## config.mk

```make
export PLATFORM = sky130hd
export DESIGN_NAME = ifid_hazard
export DESIGN_NICKNAME = d
export VERILOG_FILES = /design/src/rtl/ifid_hazard.sv
export SDC_FILE = /design/constraint.sdc
export NUM_CORES = 1
export LEC_CHECK = 0
export ABC_AREA = 1
export CORE_MARGIN = 2
export CORE_UTILIZATION = 40
export CTS_BUF_LIST = sky130_fd_sc_hd__clkbuf_16
export CTS_CLUSTER_DIAMETER = 30
export CTS_CLUSTER_SIZE = 30
export DETAILED_ROUTE_END_ITERATION = 6
export GPL_TIMING_DRIVEN = 0
export MAX_ROUTING_LAYER = met4
export PLACE_DENSITY = 0.89
export SLEW_MARGIN = 20
export SYNTH_ARGS = -nofsm -noshare
export SYNTH_HDL_FRONTEND = slang
export SYNTH_SLANG_ARGS = --single-unit
```

## constraint.sdc

```tcl
create_clock -name clk -period 3.37 [get_ports clk]
set_input_delay 0.8425 -clock clk [delete_from_list [all_inputs] [get_ports clk]]
set_output_delay 0.8425 -clock clk [all_outputs]
set_load 0.05 [all_outputs]
```

## src/rtl/ifid_hazard.sv

```systemverilog
// IF/ID pipeline register with load-use stall detection and branch flush control.
// Optional build macro IFID_PERF_CNT_EN adds saturating stall/flush event counters.
module ifid_hazard #(
    parameter int          FLUSH_CYCLES = 1,
    parameter logic [31:0] NOP_WORD     = 32'h0000_0000
) (
    input  logic        clk,
    input  logic        rst_n,
    input  logic [31:0] NextAdress,
    input  logic [31:0] Instr,
    input  logic        idex_MemRead,
    input  logic [4:0]  idex_RT,
    input  logic        branch_taken,
    output logic [31:0] O_NextAdress,
    output logic [31:0] O_Instr,
    output logic        O_Valid,
    output logic        PCWrite,
`ifdef IFID_PERF_CNT_EN
    output logic [15:0] stall_cnt,
    output logic [15:0] flush_cnt,
`endif
    output logic        Bubble
);

    typedef enum logic [1:0] {RUN, STALL, FLUSH} state_t;

    localparam logic [2:0] RELOAD = 3'(FLUSH_CYCLES - 1);
    localparam bit         MULTI  = (FLUSH_CYCLES > 1);

    state_t     state, state_n;
    logic [2:0] cnt, cnt_n;
    logic       load, nop, hazard, uses_rt, pcw_c, bub_c;
    logic [4:0] rs, rt;
    logic [5:0] op;

    assign rs = O_Instr[25:21];
    assign rt = O_Instr[20:16];
    assign op = O_Instr[31:26];

    assign uses_rt = (op == 6'd0) || (op == 6'd4) || (op == 6'd43);
    assign hazard  = O_Valid && idex_MemRead && (idex_RT != 5'd0) &&
                     ((idex_RT == rs) || (uses_rt && (idex_RT == rt)));

    always_comb begin
        state_n = state;
        cnt_n   = cnt;
        load    = 1'b0;
        nop     = 1'b0;
        pcw_c   = 1'b1;
        bub_c   = 1'b0;
        unique case (state)
            RUN, STALL: begin
                if (branch_taken) begin
                    nop     = 1'b1;
                    bub_c   = 1'b1;
                    cnt_n   = RELOAD;
                    state_n = MULTI ? FLUSH : RUN;
                end else if (state == RUN && hazard) begin
                    pcw_c   = 1'b0;
                    bub_c   = 1'b1;
                    state_n = STALL;
                end else begin
                    // STALL never re-stalls, which breaks any stall loop
                    load    = 1'b1;
                    state_n = RUN;
                end
            end
            FLUSH: begin
                nop   = 1'b1;
                bub_c = 1'b1;
                if (branch_taken) begin
                    cnt_n   = RELOAD;
                    state_n = MULTI ? FLUSH : RUN;
                end else if (cnt <= 3'd1) begin
                    cnt_n   = 3'd0;
                    state_n = RUN;
                end else begin
                    cnt_n   = cnt - 3'd1;
                end
            end
            default: begin
                state_n = RUN;
                cnt_n   = 3'd0;
            end
        endcase
    end

    // Reset forces a clean "fetch allowed, no bubble" view downstream
    assign PCWrite = pcw_c | ~rst_n;
    assign Bubble  = bub_c & rst_n;

    always_ff @(posedge clk or negedge rst_n) begin
        if (!rst_n) begin
            O_NextAdress <= 32'd0;
            O_Instr      <= NOP_WORD;
            O_Valid      <= 1'b0;
            state        <= RUN;
            cnt          <= 3'd0;
        end else begin
            if (load) begin
                O_NextAdress <= NextAdress;
                O_Instr      <= Instr;
                O_Valid      <= 1'b1;
            end else if (nop) begin
                O_Instr <= NOP_WORD;
                O_Valid <= 1'b0;
            end
            state <= state_n;
            cnt   <= cnt_n;
        end
    end

`ifdef IFID_PERF_CNT_EN
    always_ff @(posedge clk or negedge rst_n) begin
        if (!rst_n) begin
            stall_cnt <= 16'd0;
            flush_cnt <= 16'd0;
        end else begin
            if (state == RUN && state_n == STALL && stall_cnt != 16'hFFFF)
                stall_cnt <= stall_cnt + 16'd1;
            if (nop && flush_cnt != 16'hFFFF)
                flush_cnt <= flush_cnt + 16'd1;
        end
    end
`endif

endmodule

```

Fig. 1: run 1, the metal 2 layer
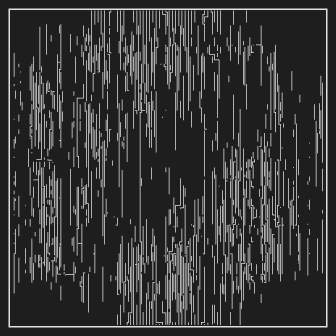
main direction: vertical
nets with wire on the layer: 465
share of all routed wire: 50%
wire length on this layer: 4520 um
via count: 3041
total length of routed wires: 8980 um
GR met2 Demand/Resource: 36.1%

Fig. 2: run 1, congestion heat map
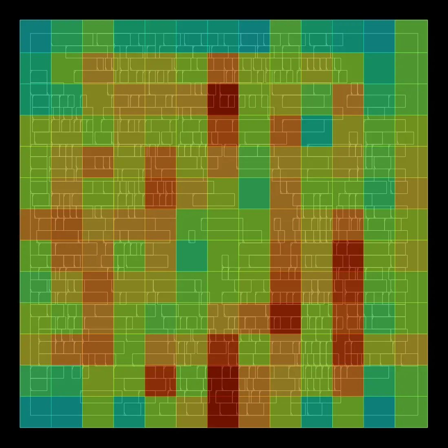
Final Core Density: 66.4%
Most Crowded Layer GR: met2

Fig. 3: run 1, placement density heat map
The bar under the picture is 20 um long. 9 x 9 tiles, from black (low) to pale yellow (high), 0 to 100% covered.
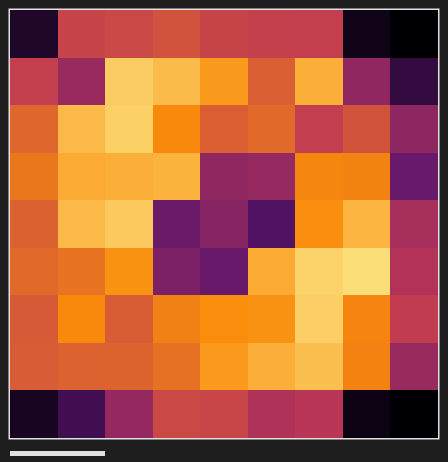
fullest tile: 93%
tiles over 75% full: 28%
densest ninth of the die: west
nearly empty tiles: 2.5%
Floorplan Core Area: 7210 um^2
Pre-Place Util: 41.0%

Fig. 4: run 1, met1 routing
The bar under the picture is 20 um long.
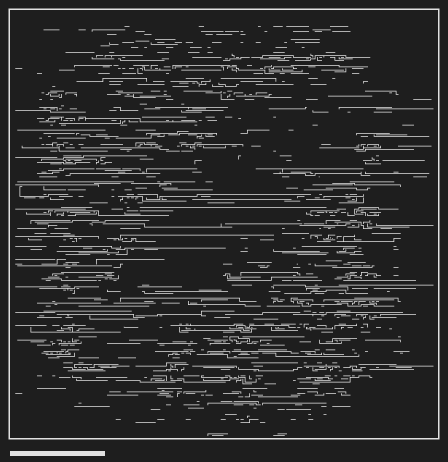
wire length on this layer: 3750 um
longest straight run: 39.1 um
met1 track demand over resource in global routing: 28.7%

==> run 1: worst max-delay path, cell delays in order <==
cell and delay, ns:
sky130_fd_sc_hd__dlygate4sd2_1 0.30, sky130_fd_sc_hd__inv_2 0.04, sky130_fd_sc_hd__nand2_1 0.05, sky130_fd_sc_hd__nand2_1 0.06, sky130_fd_sc_hd__nor2_1 0.09, sky130_fd_sc_hd__nand2_1 0.11
sky130_fd_sc_hd__o21ai_4 0.21, sky130_fd_sc_hd__nand2_2 0.09, sky130_fd_sc_hd__buf_6 0.16, sky130_fd_sc_hd__a21boi_1 0.13, sky130_fd_sc_hd__buf_4 0.22
==> run 1: registers in the layout (all words and copies together) (netlist names) <==
name	flops
O_Instr	32
O_NextAdress	32
O_Valid	1
state	1
==> run 1: cell usage in the layout, fill, tap and decap left out, types with 2 or more instances in the layout <==
| cell type | instances |
|---|---|
| sky130_fd_sc_hd__clkdlybuf4s50_1 | 131 |
| sky130_fd_sc_hd__nand2_1 | 121 |
| sky130_fd_sc_hd__nand3_1 | 67 |
| sky130_fd_sc_hd__dfrtp_1 | 66 |
| sky130_fd_sc_hd__nand4_1 | 32 |
| sky130_fd_sc_hd__inv_1 | 14 |
| sky130_fd_sc_hd__clkbuf_1 | 11 |
| sky130_fd_sc_hd__nor2_1 | 9 |
| sky130_fd_sc_hd__clkbuf_16 | 9 |
| sky130_fd_sc_hd__buf_4 | 7 |
| sky130_fd_sc_hd__buf_6 | 6 |
| sky130_fd_sc_hd__inv_2 | 5 |
| sky130_fd_sc_hd__buf_1 | 5 |
| sky130_fd_sc_hd__dlygate4sd2_1 | 4 |
| sky130_fd_sc_hd__xor2_1 | 3 |
| sky130_fd_sc_hd__nand2_2 | 2 |
| sky130_fd_sc_hd__buf_2 | 2 |
| sky130_fd_sc_hd__clkinv_1 | 2 |
==> results.env, run 1 <==
SEQ-CELL-SHARE_PCT=34.5
FILL_CELLS=591
GRT_ANTENNA_BEFORE_REPAIR=0
YOSYS.AREA_SHARE.SIMPLE_PCT=35.1
ROUTEDLENGTHMET1_UM=3750
SYNTHESIS.AREA_UM2=2960
FINISH.NET_COUNT=573
DRT-INITIAL-DRC-COUNT=174
CRITPATHCAPTURETYPE='output port'
FIN_HOLD_WS_NS=0.469
ASYNCSETRESETFLOPFRACSYNTH_PCT=100
MOST_AREA_HUNGRY_CELL_TYPE_IN_THE_YOSYS_NETLIST='sky130_fd_sc_hd__dfrtp_1'
P_INT_uW=1630
COMB_POWER_SHARE_PCT=25.0
FINAL.SIGNAL_INVERTER_COUNT=16
PERIOD_UTILIZATION_PCT=93.1
YS.FLOP_TYPE='sky130_fd_sc_hd__dfrtp_1'
CLOCK_NETWORK_AREA_FRACTION_PCT=5.82
YS_SH_XOR_PCT=1.18
OUTCOME='completed'
FINALSETUPVIOLATIONS=0
CTS_SETUP_BUFFERS=2
POWER.CLOCK.FRACTION_PCT=36.9
REG2REGPATHDEPTH=10
TOP_AREA_SHARE_PCT=55.8
CLOCK_SINKS=66
FINALMAXSLEWVIOLATIONS=0
WL_PER_CELL_UM=14.9
YS_CELLS=347
POST_ROUTE_CELL_AREA_UM2=4790
HOLD_BUFFERS=0
POWER-PER-CELL-AREA_nW_PER_UM2=489
CP-ENDPOINT='Bubble'
POSTSYNTHSEQSHARE_PCT=55.8
POSTCTSRESIZEDCELLS=18
GRT_USE_TOTAL_PCT=22.7
MAX-CLOCK-PATH-BUFFERS=2
Fig. 5: run 1, signal metal coverage by tile
The bar under the picture is 20 um long. 18 x 18 tiles, from black (low) to pale yellow (high), scaled to the fullest tile. Values are wire area over tile area, all layers added.
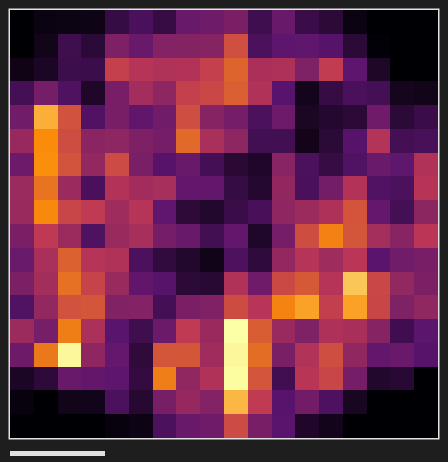

## Run 2: what changed since run 1
--- a/config.mk
+++ b/config.mk
@@ -15,7 +15,6 @@
 export GPL_TIMING_DRIVEN = 0
 export MAX_ROUTING_LAYER = met4
 export PLACE_DENSITY = 0.89
-export SLEW_MARGIN = 20
 export SYNTH_ARGS = -nofsm -noshare
 export SYNTH_HDL_FRONTEND = slang
 export SYNTH_SLANG_ARGS = --single-unit
Fig. 6: run 2, signal metal coverage by tile
The bar under the picture is 20 um long. 18 x 18 tiles, from black (low) to pale yellow (high), scaled to the fullest tile. Values are wire area over tile area, all layers added.
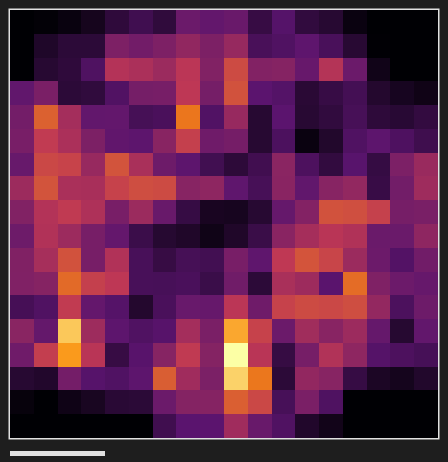
nearly empty tiles: 8.6%
fullest tile: 0.63
mean over tiles: 0.18
tiles over half the peak: 13%
emptiest ninth of the die: north-east
total length of routed wires: 9060 um
via count: 3054

Fig. 7: run 2, placement density heat map
The bar under the picture is 20 um long. 9 x 9 tiles, from black (low) to pale yellow (high), 0 to 100% covered.
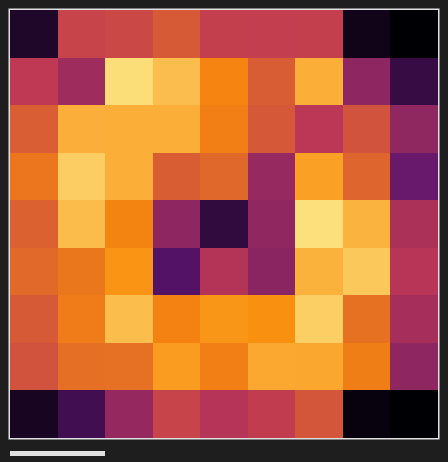
Final Core Density: 66.1%

==> results.env, run 2 <==
DRT-INITIAL-DRC-COUNT=142  # -18%
FINAL_COMMON_CELL='sky130_fd_sc_hd__clkdlybuf4s50_1'
MOST_AREA_HUNGRY_CELL_TYPE_IN_THE_YOSYS_NETLIST='sky130_fd_sc_hd__dfrtp_1'
MAX-CLOCK-PATH-BUFFERS=2  # unchanged
FINALMAXSLEWVIOLATIONS=0  # unchanged
CORE_UTIL_FLOORPLAN_PCT=41.0  # unchanged
CLOCK_SINKS=66  # unchanged
LAYOUT_TOP_REGISTERS='O_Instr: 32 flops, O_NextAdress: 32 flops'
CP_CELL_INSTANCES='dlygate4sd2_1 > nand2_1 > nand2_1 > nor2_1 > nand3_1 > o21ai_4 > nand2_2 > buf_6 > nor2_2 > nand2_1 > buf_6'
YS_SH_XOR_PCT=1.18  # unchanged
GRT_ANTENNA_BEFORE_REPAIR=0  # unchanged
SYNTH_CHIP_AREA_UM2=2960
YOSYS.AREA_SHARE.SIMPLE_PCT=35.1  # unchanged
FINALSETUPVIOLATIONS=0  # unchanged
WL_PER_CELL_UM=15.0  # +1.2%
GRT_USE_TOTAL_PCT=23.0  # +0.37 points
GLOBAL_ROUTE_WIRE_LENGTH_BEFORE_REPAIR_UM=14500
OUTCOME='completed'
CRITPATHCAPTURETYPE='output port'
CP-ENDPOINT='PCWrite'
CTS_TREE='built'
TIMING.CRITICAL_PATH.MAX_DELAY_FAMILY='buffers and inverters'
RSZ0062_AT_GRT='false'
YS_CELLS=347  # unchanged
POSTSYNTHSEQSHARE_PCT=55.8  # unchanged
SYNTHESIS.AREA_UM2=2960  # unchanged
PERIOD_UTILIZATION_PCT=93.6  # +0.45 points
TIMING.CRITICAL_PATH.DEPTH=11  # unchanged
POWER-PER-CELL-AREA_nW_PER_UM2=491  # +0.38%
FINISH.NET_COUNT=572  # -0.17%
TIMING.CRITICAL_PATH.SLOWEST_CELL_DELAY_NS=0.30  # about the same
YS.FLOP_TYPE='sky130_fd_sc_hd__dfrtp_1'
TIMING.CRITICAL_PATH.SLOWEST_STAGE_CELL='sky130_fd_sc_hd__dlygate4sd2_1'
CPMOSTUSEDCELL='sky130_fd_sc_hd__nand2_1'
FIN_HOLD_WS_NS=0.465  # -0.00425 ns
FINAL_LAYOUT_TOP_LOGIC_CELLS='sky130_fd_sc_hd__clkdlybuf4s50_1 (131), sky130_fd_sc_hd__nand2_1 (121), sky130_fd_sc_hd__nand3_1 (67), sky130_fd_sc_hd__dfrtp_1 (66), sky130_fd_sc_hd__nand4_1 (32)'
TOP_AREA_SHARE_PCT=55.8  # unchanged
CORE_REGION_AREA_UM2=7210  # unchanged
ASYNCSETRESETFLOPFRACSYNTH_PCT=100  # unchanged
TIMING.CRITICAL_PATH.BUF_INV=3  # -1
POST_ROUTE_CELL_AREA_UM2=4770  # -0.44%
REG2REGPATHDEPTH=9  # -1
CLOCK_NETWORK_LATENCY_TO_THE_LATER_PIN_OF_THE_WORST_SKEW_PAIR_NS=0.32
FIN_WS_NS=0.217
HOLD_VIOLATIONS=0
[run 2: cells by family after synthesis]
kind of cell           Yosys count
AND-OR/OR-AND                    3
XOR/XNOR                         4
buffers and inverters           42
flip-flops                      66
AND/OR/NAND/NOR                232
[run 2: tightest hold or removal path, delay by kind of cell, from the launching register on]
kind / cells / cell delay [ns]
AND/OR/NAND/NOR: 2 / 0.09
flip-flops: 1 / 0.34
[run 2: final cells by class]
cell class,count,area [um^2]
fill,612,2440
sequential,66,1650
timing repair buffer,141,1400
multi-input combinational,239,1110
clock buffer,9,225
buffer,26,149
tap,99,124
inverter,16,60.1
clock inverter,6,48.8
[run 2: what timing repair did]
item                       CTS  global route
pin swaps                    3             1
setup endpoints to repair    2             2
hold buffers                 0             0
setup buffers                2             0
resized                     18             2
[run 2: worst min path at each step]
stage                             to  depth (start not counted)        startpoint
floorplan                 O_Instr[0]                          0             rst_n
global placement    O_NextAdress[18]                          2  O_NextAdress[18]
detailed placement  O_NextAdress[20]                          2  O_NextAdress[20]
CTS                  O_NextAdress[1]                          2   O_NextAdress[1]
global route         O_NextAdress[1]                          2   O_NextAdress[1]
finish               O_NextAdress[1]                          2   O_NextAdress[1]
[run 2: report_power, final]
group / internal, uW / total [uW] / switching [uW]
Combinational: 218 / 583 / 365
Clock: 555 / 865 / 310
Sequential: 853 / 894 / 40.9
[run 2: per-layer routing]
metal  GRT usage, %  up-vias  share of wire (%)  wire, um
li1               -     1447                  -         -
met1           28.8     1460                 41      3760
met2           37.5      129                 50      4550
met3           3.86       18                6.0       547
met4           9.36        0                2.3       208
met5              -        -                  0         0
Fig. 8: run 2, met1 routing
The bar under the picture is 20 um long.
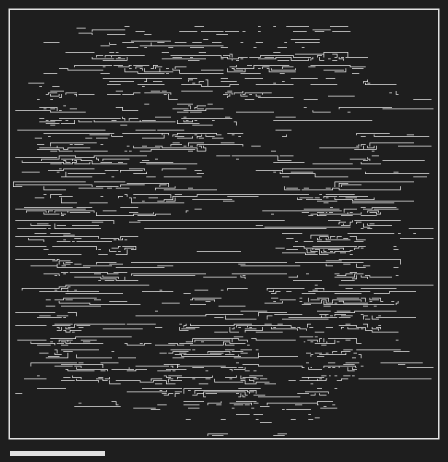

## Run 3: what changed since run 2
--- a/config.mk
+++ b/config.mk
@@ -6,7 +6,7 @@
 export NUM_CORES = 1
 export LEC_CHECK = 0
 export ABC_AREA = 1
-export CORE_MARGIN = 2
+export CORE_MARGIN = 10
 export CORE_UTILIZATION = 40
 export CTS_BUF_LIST = sky130_fd_sc_hd__clkbuf_16
 export CTS_CLUSTER_DIAMETER = 30
Fig. 9: run 3, met1 routing
The bar under the picture is 20 um long.
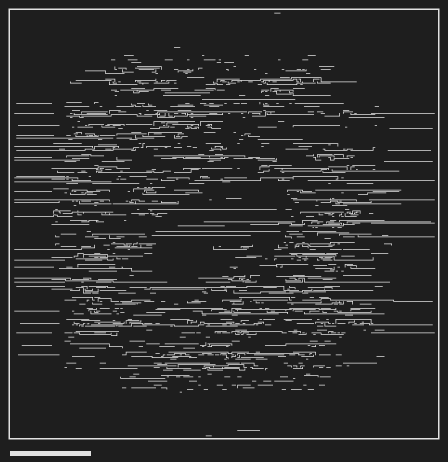
longest straight run: 31.7 um
wire length on this layer: 4030 um
share of all routed wire: 40%
main direction: horizontal
nets with wire on the layer: 508
via count: 3036
met1 track demand over resource in global routing: 19.3%
total length of routed wires: 10200 um

==> results.env, run 3 <==
YOSYS.AREA_SHARE.SIMPLE_PCT=35.1  # unchanged
CORE_UTIL_FLOORPLAN_PCT=41.0  # unchanged
POWER-PER-CELL-AREA_nW_PER_UM2=494  # +0.72%
COMB_POWER_SHARE_PCT=25.0  # about the same
HOLD_VIOLATIONS=0  # unchanged
FINISH.NET_COUNT=572  # unchanged
POWER_LEADER='registers'
RSZ0062_AT_GRT='false'
FIN_HOLD_WS_NS=0.468  # +0.00309 ns
MAX-CLOCK-PATH-BUFFERS=2  # unchanged
MULTIINPUTGATEAREA_UM2=1110  # -0.23%
SWITCHING_SHARE_OF_TOTAL_POWER_PCT=30.9  # +0.33 points
PERIOD_UTILIZATION_PCT=95.2  # +1.7 points
FINALSETUPVIOLATIONS=0  # unchanged
FINAL_COMMON_CELL='sky130_fd_sc_hd__clkdlybuf4s50_1'
DRT-INITIAL-DRC-COUNT=115  # -19%
GLOBAL_ROUTE_WIRE_LENGTH_BEFORE_REPAIR_UM=16200  # +12%
POWER_COMBINATIONAL_uW=588  # +0.9%
MOST_AREA_HUNGRY_CELL_TYPE_IN_THE_YOSYS_NETLIST='sky130_fd_sc_hd__dfrtp_1'
P_SWITCHING_uW=728  # +1.6%
CRITPATHCAPTURETYPE='output port'
TOP_AREA_SHARE_PCT=55.8  # unchanged
FINAL_LAYOUT_TOP_LOGIC_CELLS='sky130_fd_sc_hd__clkdlybuf4s50_1 (131), sky130_fd_sc_hd__nand2_1 (121), sky130_fd_sc_hd__nand3_1 (67), sky130_fd_sc_hd__dfrtp_1 (66), sky130_fd_sc_hd__nand4_1 (32)'
FILL_CELLS=607  # -0.82%
OUTCOME='completed'
Fig. 10: run 3, congestion heat map
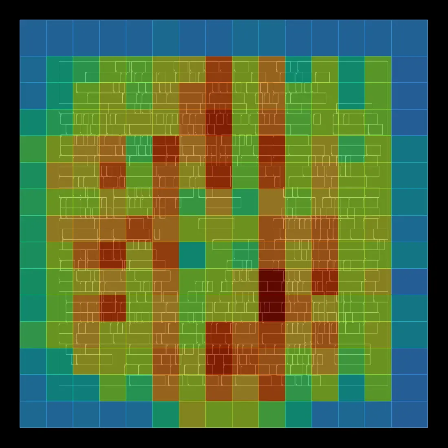
M3 GR Usage: 6.28%
Final Core Density: 66.0%
routed wirelength normalized by instance count: 16.9 um
global-route usage over all layers: 18.5%

-- run 3: metal layers --
metal | up-vias | global-route usage, % | share of wire, %
met5 | - | - | 0
met4 | 0 | 6.67 | 2.3
met3 | 21 | 6.28 | 7.6
met2 | 123 | 31.9 | 51
met1 | 1440 | 19.3 | 40
li1 | 1452 | - | -
-- run 3: worst paths after layout --
kind / startpoint / to / depth (start not counted)
min in group asynchronous: rst_n / O_Instr[23] / 1
max reg2reg: O_Instr[20] / O_Instr[21] / 10
min reg2reg: O_NextAdress[31] / O_NextAdress[31] / 2
max in group asynchronous: rst_n / O_Instr[3] / 1
min: O_NextAdress[31] / O_NextAdress[31] / 2
max: idex_MemRead / PCWrite / 10
-- run 3: timing repair --
item	in CTS	in global routing
hold buffers	0	0
resized	19	0
setup endpoints to repair	2	0
setup buffers	2	0
-- run 3: area by class of cell --
cell class / count / area share (%)
buffer: 26 / 3.13
clock buffer: 9 / 4.73
clock inverter: 6 / 1.08
inverter: 16 / 1.26
multi-input combinational: 239 / 23.2
sequential: 66 / 34.7
tap: 99 / 2.60
timing repair buffer: 141 / 29.3
-- run 3: worst max-delay path, cell delays in order --
cell and delay, ns:
sky130_fd_sc_hd__clkdlybuf4s50_1 0.45, sky130_fd_sc_hd__nand2_1 0.07, sky130_fd_sc_hd__nor2_1 0.11, sky130_fd_sc_hd__o31ai_1 0.11, sky130_fd_sc_hd__inv_2 0.15, sky130_fd_sc_hd__nand2_2 0.08
sky130_fd_sc_hd__buf_6 0.16, sky130_fd_sc_hd__nor2_1 0.12, sky130_fd_sc_hd__nand2_1 0.08, sky130_fd_sc_hd__buf_6 0.19
Power and IR drop assume default switching activity.
